<file path="src/rtl/prio_encoder83_pkg.sv">
// Shared sizes and FSM state encodings for the 8-to-3 priority encoder.
package prio_encoder83_pkg;

   localparam int N_REQ  = 8;
   localparam int CODE_W = 3;

   typedef enum logic {
      ST_IDLE    = 1'b0,
      ST_PRESENT = 1'b1
   } state_t;

endpackage

</file>
<file path="src/rtl/prio_enc8_comb.sv">
// Combinational 8-bit priority encoder; HIGH_FIRST picks which end of the vector wins.
module prio_enc8_comb
   import prio_encoder83_pkg::*;
#(
   parameter bit HIGH_FIRST = 1'b1
) (
   input  logic [N_REQ-1:0]  in,
   output logic [CODE_W-1:0] code,
   output logic              any
);

   // Later assignments win, so scan toward the priority end.
   always_comb begin
      code = '0;
      any  = |in;
      if (HIGH_FIRST) begin
         for (int k = 0; k < N_REQ; k++) begin
            if (in[k]) code = CODE_W'(k);
         end
      end else begin
         for (int k = N_REQ - 1; k >= 0; k--) begin
            if (in[k]) code = CODE_W'(k);
         end
      end
   end

endmodule

</file>
<file path="src/rtl/prio_encoder83.sv">
// Sticky request capture with a valid/ready code output, one code per handshake.
//
//   state      | meaning
//   -----------+-------------------------------------------------------------
//   ST_IDLE    | out_valid low; encodes registered pending when it is nonzero
//   ST_PRESENT | out_valid high, out_code frozen until out_ready consumes it
module prio_encoder83
   import prio_encoder83_pkg::*;
#(
   parameter bit HIGH_FIRST = 1'b1
) (
   input  logic              clk,
   input  logic              rst,
   input  logic [N_REQ-1:0]  req,
   input  logic              out_ready,
   output logic              out_valid,
   output logic [CODE_W-1:0] out_code,
   output logic [N_REQ-1:0]  pending,
   output logic              overflow
);

   state_t            state;
   logic [CODE_W-1:0] enc_code;
   logic              enc_any;
   logic [N_REQ-1:0]  clr_mask;
   logic [N_REQ-1:0]  pending_next;
   logic              overflow_next;

   prio_enc8_comb #(
      .HIGH_FIRST (HIGH_FIRST)
   ) u_enc (
      .in   (pending),
      .code (enc_code),
      .any  (enc_any)
   );

   // A new request on a bit being consumed this cycle is kept, not flagged.
   always_comb begin
      clr_mask = '0;
      if (out_valid && out_ready) clr_mask[out_code] = 1'b1;
      pending_next  = (pending & ~clr_mask) | req;
      overflow_next = |(req & pending & ~clr_mask);
   end

   always_ff @(posedge clk) begin
      if (rst) begin
         pending   <= '0;
         overflow  <= 1'b0;
         out_valid <= 1'b0;
         out_code  <= '0;
         state     <= ST_IDLE;
      end else begin
         pending  <= pending_next;
         overflow <= overflow_next;
         case (state)
            ST_IDLE: begin
               out_valid <= 1'b0;
               if (enc_any) begin
                  out_code  <= enc_code;
                  out_valid <= 1'b1;
                  state     <= ST_PRESENT;
               end
            end
            ST_PRESENT: begin
               if (out_ready) begin
                  out_valid <= 1'b0;
                  state     <= ST_IDLE;
               end
            end
            default: begin
               out_valid <= 1'b0;
               state     <= ST_IDLE;
            end
         endcase
      end
   end

endmodule

</file>
<file path="config.mk">
export PLATFORM = sky130hd
export DESIGN_NAME = prio_encoder83
export DESIGN_NICKNAME = d
export VERILOG_FILES = /design/src/rtl/prio_encoder83_pkg.sv /design/src/rtl/prio_enc8_comb.sv /design/src/rtl/prio_encoder83.sv
export SDC_FILE = /design/constraint.sdc
export NUM_CORES = 1
export LEC_CHECK = 0
export ABC_AREA = 1
export CAP_MARGIN = 10
export CORE_UTILIZATION = 39
export DETAILED_ROUTE_END_ITERATION = 10
export GPL_TIMING_DRIVEN = 0
export PLACE_DENSITY = 0.8
export SLEW_MARGIN = 0
export SYNTH_ARGS = -nofsm -noshare
export SYNTH_HDL_FRONTEND = slang
export SYNTH_SLANG_ARGS = --single-unit
</file>
<file path="constraint.sdc">
create_clock -name clk -period 1.1 [get_ports clk]
set_clock_uncertainty 0.2 [all_clocks]
set_input_delay 0.22 -clock clk [delete_from_list [all_inputs] [get_ports clk]]
set_output_delay 0.22 -clock clk [all_outputs]
set_load 0.01 [all_outputs]
</file>
==> Changelog: implementation <==
### Physical design

- CTS tree: built
- Fp util: 0.440
- Tool warnings: 29
- Final core utilization: 0.749
- Pin count of the biggest net entering global routing: 11
- H-Tree Depth: 1
- Failing checks: negative setup slack
- Clk buf depth: 2
- Avg Cell Area, Syn: about 6.3 um^2
- Mean number of vias per cell: around 5
- Number of max-cap violations: 0
- Nets at Floorplan: 123
- CP arrival: 1320 ps
- Ant. Diodes: 0
- Post-detailed-route wirelength per cell: 11.9 um
- Gr usage total: 0.217
- Row cnt: 14
- Status: complete, but fails checks
- Top cell type by total area after synthesis: dfxtp_1
- Clk_lat worst skew: between 200 and 300 ps
- Synth Flop Type: dfxtp_1
- Slew @ Worst Pin: 253 ps
- Die height: between 40 and 50 um
- EDFF count, synth: 0
- Top-area cell share: 0.399
- Post-DRT Antenna Nets: 0
- Placed wire-length estimate: 1210 um
- TritonCTS buffer count: 3
- Clock slew at reported path FFs: 80 ps
- First-iteration detailed-routing DRC count: 20
- Asr flop ratio synth: 0
- Final setup TNS: -2050 ps
- Port Buffers: 23
- Final min period: 1360 ps
- Req. time, crit path: ~1100 ps
- Synth Warn #: 0
- Synthesized netlist cell count: 112
- WS Path Type: flip-flop to flip-flop
- Yosys stat cell total: 112
- Total power: 1.35 mW
- Drt pass-1 iters: 4
- HP Class: input port to flip-flop
- Final period util: 1.23
- First-pass GRT wire length: 3150 um
- Vias in the first global route: 733
- PnR worst setup slack: -257 ps
- Grt ovf: 0
- # DRC: 0
- PwrDens: around 1100 mW/mm^2
- Post-synth regs: 14
- Die Wd: around 44 um
- Ports: 24
- Area Growth Syn to Fin: 70.1%
- Synthesis area per yosys: 702 um^2
- Synth Seq Share: 0.399
- GPL Wtd Cong: about 0.82
- Max-slew headroom: 0.831
- Via count: ~840
- Count leader, synth: nand2_1
- RSZ-0062 raised after global routing: true
- Die Area: 0.00197 mm^2
- Largest cells by area: dfxtp_1 40%, nand2_1 17%, inv_1 11%, a21oi_1 8.6%, nor2_1 7.0%
- Core Area: 0.00159 mm^2
- Synth Cell Area: 702 um^2
- CP endpoint kind: flip-flop
- Final nets: 158
- Fraction of layout cells with a size suffix above 1: 0.407
- Crit path max fanout: 5
- Peak VDD IR: about 940 uV
- CP startpoint kind: flip-flop
- Final wirelength: 2000 um
- Hold-fix buffers, CTS: 0
- # clock sinks: 14
- Antenna violations before repair: 0
- Final hold vios: 0
- Maximum clock frequency: 737 MHz
- Final max-slew violation count: 0
- Yosys cell types: 13
- Root buffer cell: clkbuf_4
- # setup viols final: 27
- Reg2Reg Setup Slack: -260 ps
- Leakage: slightly below 0.6 nW
- Synth top cells by count: 32 x nand2_1, 21 x inv_1, 14 x dfxtp_1
## stage by stage
step	std cells	area (um^2)	worst slack, ps	hold WS, ps
after floorplan	112	738	-76.4	81.7
after global placement	159	998	-641	287
after detailed placement	159	998	-654	300
after CTS	168	1120	-141	308
after global routing	169	1190	-336	327
final	169	1190	-257	311
## metal layers
metal	track usage	vias up	wire length, um
li1	-	414	-
met5	0	-	0
met1	0.265	377	822
met3	0.0408	8	145
met2	0.385	45	995
met4	0.0606	0	40
## worst max-delay path, stage by stage, from the launching register on
cell and delay [ps]:
dfxtp_4 380, nand2_4 50, nor2_4 140, nand2_2 80, nand2_1 60, nand2_1 70, nor2_1 180, a21oi_1 90
## path summary, 6_finish.rpt
kind	startpoint	endpoint	cells after the start
max	out_valid$_SDFFE_PP0P_	overflow$_SDFF_PP0_	7
min	req[5]	pending[5]$_SDFF_PP0_	3
max reg2reg	out_valid$_SDFFE_PP0P_	overflow$_SDFF_PP0_	7
min reg2reg	pending[7]$_SDFF_PP0_	pending[7]$_SDFF_PP0_	2
## flip-flops by register name, indices dropped and copies added, names as in the netlist
signal / count
pending: 8
out_code: 3
out_valid: 1
overflow: 1
state: 1
## layout by cell type, fill, tap and decap left out, types with 4 or more instances in the layout
master / synthesis / routed
inv_1: 21 / 19
nand2_1: 32 / 23
buf_6: 0 / 12
dfxtp_4: 0 / 10
nor2_1: 13 / 10
nor2_4: 0 / 4
nand2_2: 0 / 5
a21oi_1: 12 / 9
buf_4: 0 / 5
nand2_4: 0 / 4
clkdlybuf4s50_1: 0 / 9
## area by class of cell
| type | instances | area (um^2) |
|---|---|---|
| timing repair buffer | 30 | 287 |
| tap | 24 | 30.0 |
| fill | 127 | 400 |
| multi-input combinational | 76 | 450 |
| sequential | 14 | 320 |
| clock buffer | 3 | 22.5 |
| inverter | 21 | 78.8 |
| buffer | 1 | 5.00 |
## kinds of logic after synthesis
kind of cell           count (synthesis)  share of synthesized area
AND-OR/OR-AND                         23                      0.178
flip-flops                            14                      0.399
buffers and inverters                 22                      0.118
AND/OR/NAND/NOR                       53                      0.305
## where the power goes
group          switching (mW)  internal, mW  leakage (nW)
Sequential             0.0734         0.558         0.123
Clock                   0.157         0.127        0.0138
Combinational           0.214         0.217         0.452
## timing repair
item | 4_1_cts | 5_1_grt
gates resized | 83 | 19
hold endpoints to repair | 0 | 0
setup endpoints to repair | 27 | 27
pin swaps | 10 | 2
buffers inserted | 6 | 1
Figure 1. Met2 routing.
Drawn at 8 px/um.
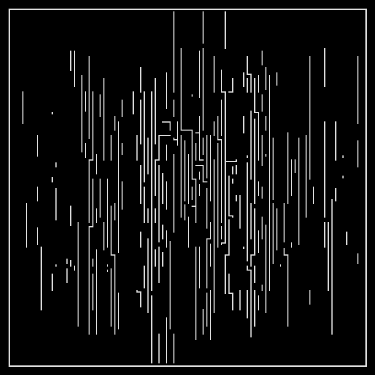
- share of all routed wire: 50%
- wire length on this layer: 996 um
- main direction: vertical
- longest straight run: 26.9 um

Figure 2. Cells by drive strength.
Drawn at 12 px/um.
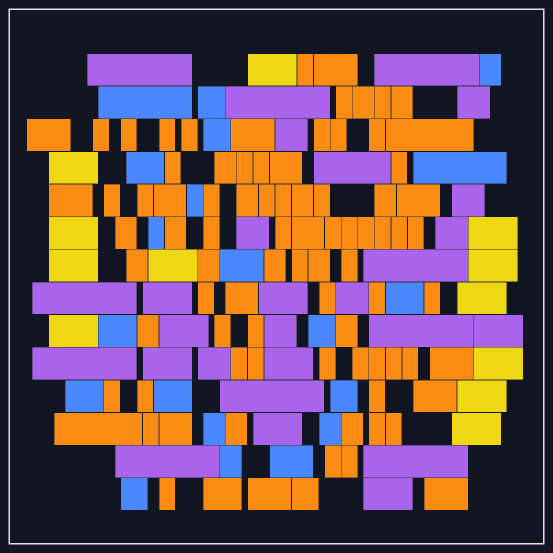
- purple: _3 and _4 cells (cells 27; most used dfxtp_4)
- yellow: _6 and larger (cells 12; most used buf_6)
- orange: _0 and _1 cells (cells 86; most used nand2_1)
- blue: _2 cells (cells 20; most used nand2_2)
Final Cell Area: 0.00119 mm^2
count of non-CTS buffers in the layout: 31

Power is estimated from default activity; no workload was simulated.
